==> config.mk <==
export PLATFORM = sky130hd
export DESIGN_NAME = countdown_ctrl
export DESIGN_NICKNAME = d
export VERILOG_FILES = /design/src/rtl/countdown_pkg.sv /design/src/rtl/countdown_ctrl_prescaler.sv /design/src/rtl/countdown_ctrl.sv
export SDC_FILE = /design/constraint.sdc
export NUM_CORES = 1
export LEC_CHECK = 0
export ABC_AREA = 1
export CAP_MARGIN = 10
export CORE_MARGIN = 3
export CORE_UTILIZATION = 55
export CTS_BUF_LIST = sky130_fd_sc_hd__clkbuf_16
export CTS_CLUSTER_DIAMETER = 80
export CTS_CLUSTER_SIZE = 28
export DETAILED_ROUTE_END_ITERATION = 12
export PLACE_DENSITY_LB_ADDON = 0.15
export SLEW_MARGIN = 20
export SYNTH_ARGS = -nofsm -noshare
export SYNTH_HDL_FRONTEND = slang
export SYNTH_HIERARCHICAL = 1
export SYNTH_SLANG_ARGS = --single-unit
==> constraint.sdc <==
create_clock -name clk -period 3.95 [get_ports clk]
set_clock_uncertainty 0.05 [all_clocks]
set_input_delay 0.79 -clock clk [delete_from_list [all_inputs] [get_ports clk]]
set_output_delay 0.79 -clock clk [all_outputs]
set_load 0.05 [all_outputs]
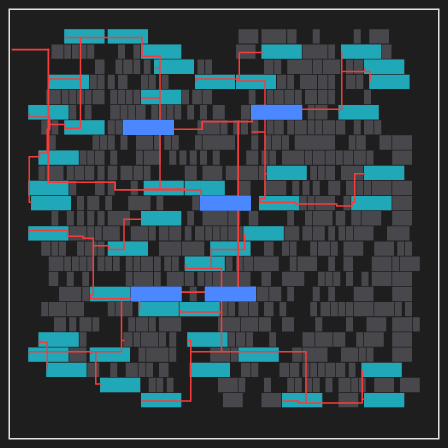
**Above:** run 1 (clock distribution).
legend:
  cyan:
    item: flip-flops
    count: 45
  red:
    item: clock wires
    length: 562 um
  blue:
    item: cells driving clock nets
    count: 5
flops lie: all over the die
routed clock nets: 6
Worst-Skew Late Latency: 0.28 ns
clock group total power: 396 uW
Clock Power Share: 0.413

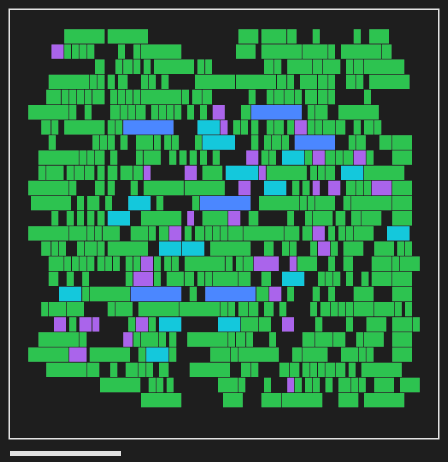
**Above:** run 1 (drive-strength map).
Bar = 20 um.
legend:
  blue:
    size: drive 6 and up
    cells: 6
    most_used: clkbuf_16
  purple:
    size: drive 2
    cells: 32
    most_used: nand2_2
  green:
    size: drive 1 or less
    cells: 399
    most_used: nor2_1
  cyan:
    size: drive 3 to 4
    cells: 16
    most_used: nor2_4
Area growth syn-to-layout: 20.8%
post-route cell area: 3330 sq um
worst setup margin: 0.517 ns

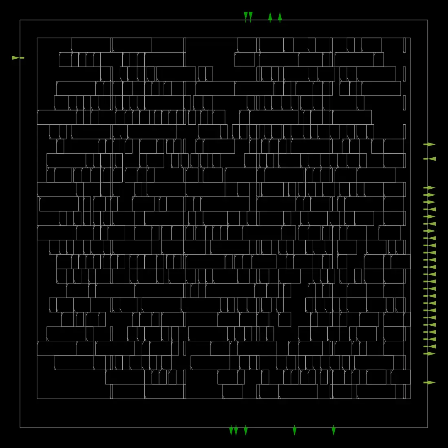
**Above:** run 1 (placed standard cells).
# fillers: 422
Seq/total area: 0.270
floorplan core area: 4790 sq um
row count: 25

==> results.sh, run 1 <==
# implementation run metrics
export IMPL_avgSynthCellArea_sq_um=6.73
export IMPL_p_sw_frac=0.238
export IMPL_num_io_pins=37
export IMPL_worstRegToRegCells=14
export IMPL_setup_tns_ns=0
export IMPL_power_density_nw_per_um2=287
export IMPL_wl_met2_um=3010
export IMPL_numCtsBuffers=5
export IMPL_ys_ff=45
export IMPL_synthArstFlopShare=0
export IMPL_hold_viol_final=0
export IMPL_flops=45
export IMPL_p_comb_uw=100
export IMPL_antenna_found_initial=0
export IMPL_num_nonclk_inverters=51
export IMPL_signal_buffers=36
export IMPL_cts_buffer_depth=2
export IMPL_path_cells="nor2_4, nand2_4, nand2_2, nand2_1, inv_1, nand2_1, nor2_1, nand2_2, nor2_2, inv_1, nor2_1, dlymetal6s2s_1"
export IMPL_via_per_inst=5.02
export IMPL_routed_wl_um=6200
export IMPL_logic_area_sq_um=1660
export IMPL_hold_path_depth=2
export IMPL_drive_gt1_frac=0.119
export IMPL_flop_area_sq_um=901
export IMPL_final_cell_mix="nor2_1, nand2_1, dfxtp_1"
export IMPL_vdd_ir_drop_max_mv=0.237
export IMPL_finalSetupViolCount=0
export IMPL_p_sw_uw=228
export IMPL_largest_register_ffs=27
export IMPL_bufAreaShareNonClock=0.109
export IMPL_run_status="completed"
export IMPL_m1WireLength_um=2780
export IMPL_grt_util_met2=0.398
export IMPL_period_needed_ns=3.43
export IMPL_yosysWarnings=6
export IMPL_pg_seq_uw=461
export IMPL_dpl_cell_area_sq_um=3190
export IMPL_worstPathRequired_ns=3.11
export IMPL_grt_pass1_vias=2587
export IMPL_synth_cell_type_count=34
export IMPL_critPathMaxStageDelay_ns=0.43
export IMPL_cap_violations=0
export IMPL_topRoutingLayerUsed="met4"
export IMPL_gr_usage_met1=0.276
export IMPL_htree_levels=2
export IMPL_postCtsSetupRepairBufs=0
export IMPL_critPathKind="reg -> out"
export IMPL_initCoreUtil=0.576
export IMPL_place_inst=512
export IMPL_combAreaFraction=0.497
export IMPL_ys_seq_share=0.327
export IMPL_clockBufferCount=5
export IMPL_final_cells=520
export IMPL_ff_type="dfxtp_1"
export IMPL_holdCritPathClass="reg -> reg"
export IMPL_crit_path_start_kind="register"
export IMPL_nNetsFinal=479
export IMPL_tightest_slew_ns=0.654
export IMPL_grt_pass1_wl_um=11300
export IMPL_clk_share=0.0413
export IMPL_slew_headroom=0.562
export IMPL_dr_wl_met3_um=337
export IMPL_firstDrtPassIters=4
export IMPL_power_frac_seq=0.482
export IMPL_ys_sh_simple=0.431
export IMPL_compound_area_frac=0.0921
export IMPL_clkTransAtPathRegs_ns=0.06
export IMPL_post_drt_wl_per_cell_um=11.9
export IMPL_comb_power_share=0.105
export IMPL_fmax_mhz=291
export IMPL_fp_nets=437
export IMPL_critPathSlowestCell="dlymetal6s2s_1"
export IMPL_hpwl_um=4790
export IMPL_die_h_um=76.8
export IMPL_power_largest_group="sequential cells"
export IMPL_crit_path_end_kind="output port"
export IMPL_antennaDiodeCount=0
export IMPL_ctsResizeCount=0
export IMPL_power_total_uw=957
export IMPL_fin_crit_sh=0.869
export IMPL_post_synth_top_area_cell="dfxtp_1"
export IMPL_top_cells_by_area="dfxtp_1, nor2_1, nand2_1, inv_1, nor2_4"
export IMPL_synth_mux_area_fraction=0.00363
export IMPL_rsz0062_at_grt="false"
export IMPL_n_tap_cell=67
export IMPL_pre_cts_ws_ns=0.453
export IMPL_busiest_layer="met2"
export IMPL_grt_max_degree=14
export IMPL_synth_cells=410
==> run 1 -> run 2 <==
--- a/config.mk
+++ b/config.mk
@@ -13,9 +13,12 @@
 export CTS_CLUSTER_DIAMETER = 80
 export CTS_CLUSTER_SIZE = 28
 export DETAILED_ROUTE_END_ITERATION = 12
+export HOLD_SLACK_MARGIN = 0.1
 export PLACE_DENSITY_LB_ADDON = 0.15
+export REMOVE_ABC_BUFFERS = 1
 export SLEW_MARGIN = 20
 export SYNTH_ARGS = -nofsm -noshare
 export SYNTH_HDL_FRONTEND = slang
 export SYNTH_HIERARCHICAL = 1
 export SYNTH_SLANG_ARGS = --single-unit
+export TNS_END_PERCENT = 20
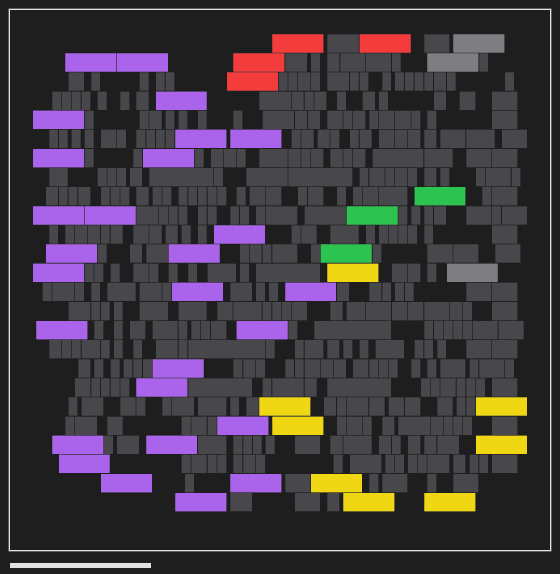
**Above:** run 2 (register map, names as in the netlist).
Bar = 20 um.
legend:
  green:
    netlist_name: state
    sequential_cells: 3
  purple:
    netlist_name: u_prescaler/cnt
    sequential_cells: 27
  yellow:
    netlist_name: min_bcd
    sequential_cells: 8
  red:
    netlist_name: wrap_cnt
    sequential_cells: 4
    where: top middle
Seq/total area: 0.266
fin util: 0.707

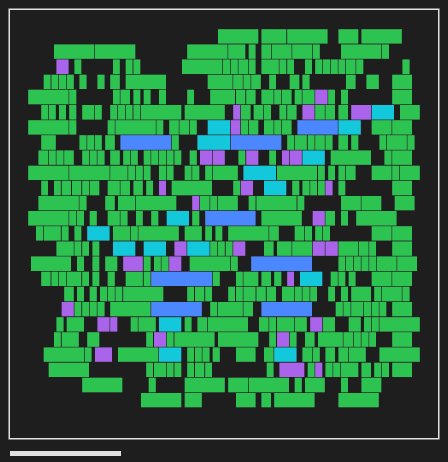
**Above:** run 2 (drive-strength map).
Bar = 20 um.
legend:
  blue:
    size: drive 6 and up
    cells: 8
    most_used: clkbuf_16
  cyan:
    size: drive 3 to 4
    cells: 16
    most_used: nor2_4
  purple:
    size: drive 2
    cells: 32
    most_used: nand2_2
  green:
    size: drive 1 or less
    cells: 397
    most_used: nor2_1
Area growth syn-to-layout: 22.7%
worst setup margin: 0.559 ns

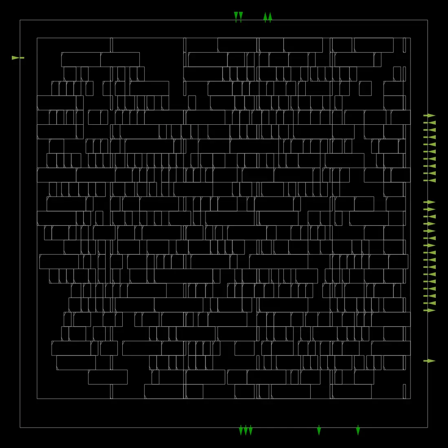
**Above:** run 2 (placed standard cells).
well tap count: 67
# fillers: 404
Layout Cells excl Fill: 520
flip-flops: 45

==> run 2 against run 1 <==
- clock power rose by 36%
- critical path depth rose by 1
- utilization rose by 1.1 points
- wire length fell by 0.32%
- register-to-register slack improved by 0.02 ns
- clock-buffer cell count did not move
- worst setup slack improved by 0.042 ns
- synthesized cell count did not move
- largest power group is now clock
- highest routed layer unchanged
==> results.sh, run 2 <==
# implementation run metrics
export IMPL_core_sq_um=4790
export IMPL_comb_power_share=0.091
export IMPL_run_status="completed"
export IMPL_num_io_pins=37
export IMPL_path_delay_family="simple AND/OR/NAND/NOR gates"
export IMPL_routed_wl_um=6180
export IMPL_cap_violations=0
export IMPL_flop_area_sq_um=901
export IMPL_grt_pass1_wl_um=10700
export IMPL_m1WireLength_um=2790
export IMPL_period_needed_ns=3.39
export IMPL_numCtsBuffers=5
export IMPL_globalplace_congestion=0.897
export IMPL_vdd_ir_drop_max_mv=0.189
export IMPL_postCtsSetupRepairBufs=0
export IMPL_post_drt_wl_per_cell_um=11.9
export IMPL_path_cells="inv_1, nor2_4, nand2_4, nand2_2, nand2_1, inv_1, nand2_1, nor2_1, nand2_2, nor2_2, inv_1, nor2_1, dlymetal6s2s_1"
export IMPL_logic_gate_count=313
export IMPL_synth_mux_area_fraction=0.00363
export IMPL_edf_count=0
export IMPL_finalSetupViolCount=0
export IMPL_power_largest_group="clock"
export IMPL_topRoutingLayerUsed="met4"
export IMPL_critPathSlowestCell="dlymetal6s2s_1"
export IMPL_signal_buffers=36
export IMPL_drive_gt1_frac=0.124
export IMPL_hold_path_depth=2
export IMPL_gr_usage_met1=0.246
export IMPL_critPathKind="reg -> out"
export IMPL_dr_wl_met3_um=315
export IMPL_top_cell_area_share=0.327
export IMPL_grt_max_degree=15
export IMPL_wl_met2_um=3000
export IMPL_fin_hold_ws_ns=0.411
export IMPL_final_cell_mix="nor2_1, nand2_1, dfxtp_1"
export IMPL_grt_pass1_vias=2547
export IMPL_synthArstFlopShare=0
export IMPL_die_h_um=76.8
export IMPL_fp_dieW_um=76.8
export IMPL_slew_violations=0
export IMPL_ys_ff=45
export IMPL_htree_levels=2
export IMPL_ctsResizeCount=0
export IMPL_power_density_nw_per_um2=325
export IMPL_grt_util_met2=0.395
export IMPL_fin_crit_sh=0.859
export IMPL_clk_share=0.0562
export IMPL_setup_tns_ns=0
export IMPL_clkTransAtPathRegs_ns=0.06
export IMPL_holdCritPathClass="reg -> reg"
export IMPL_avgSynthCellArea_sq_um=6.73
export IMPL_compound_area_frac=0.0921
export IMPL_logic_area_sq_um=1660
export IMPL_cts_hold_buffers=0
export IMPL_combAreaFraction=0.489
export IMPL_firstDrtPassIters=5
export IMPL_worstPathRequired_ns=3.11
export IMPL_post_synth_top_area_cell="dfxtp_1"
export IMPL_p_sw_frac=0.217
export IMPL_final_area_sq_um=3380
export IMPL_bufAreaShareNonClock=0.107
export IMPL_cts_tree="built"
export IMPL_top_cells_by_count="nor2_1, nand2_1, dfxtp_1, inv_1, nand3_1"
export IMPL_p_int_uw=862
export IMPL_yosys_cells=410
export IMPL_dpl_cell_area_sq_um=3190
export IMPL_crit_path_end_kind="output port"
export IMPL_hold_viol_final=0
export IMPL_via_per_inst=5.05
export IMPL_fmax_mhz=295
export IMPL_mappedNetlistArea_sq_um=2760
export IMPL_rsz0062_at_grt="false"
export IMPL_drt_iter0_markers=98
export IMPL_largest_register_ffs=27
export IMPL_ys_seq_share=0.327
export IMPL_power_frac_seq=0.419
export IMPL_crit_path_start_kind="register"
export IMPL_ys_sh_simple=0.431
export IMPL_antennaDiodeCount=0
export IMPL_hpwl_um=4660
export IMPL_cp_depth=13
export IMPL_rows=25
export IMPL_clk_latency_ns=0.28
export IMPL_pre_cts_ws_ns=0.488
export IMPL_tightest_slew_ns=0.666
export IMPL_clock_power_uw=540
export IMPL_synth_cells=410
export IMPL_leakage_nw=1.23
export IMPL_antenna_left=0
export IMPL_critPathMaxStageDelay_ns=0.42
export IMPL_clockBufferCount=5
export IMPL_cts_root_buf="clkbuf_16"
export IMPL_pg_seq_uw=461
export IMPL_power_total_mw=1.10
export IMPL_ff_type="dfxtp_1"
export IMPL_place_inst=512
export IMPL_io_buffers=36
export IMPL_cts_buffer_depth=2
export IMPL_synth_cell_type_count=34
export IMPL_top_cells_by_area="dfxtp_1, nor2_1, nand2_1, inv_1, nor2_4"
export IMPL_clockPowerShare=0.490
export IMPL_yosysWarnings=6
export IMPL_p_sw_uw=239
export IMPL_p_comb_uw=100
export IMPL_slew_headroom=0.555
export IMPL_num_nonclk_inverters=51
export IMPL_nNetsFinal=479
export IMPL_antenna_found_initial=0
export IMPL_busiest_layer="met2"
export IMPL_worstRegToRegCells=17
export IMPL_initCoreUtil=0.576
export IMPL_top_cell="nor2_1"
Power and IR drop assume default switching activity.
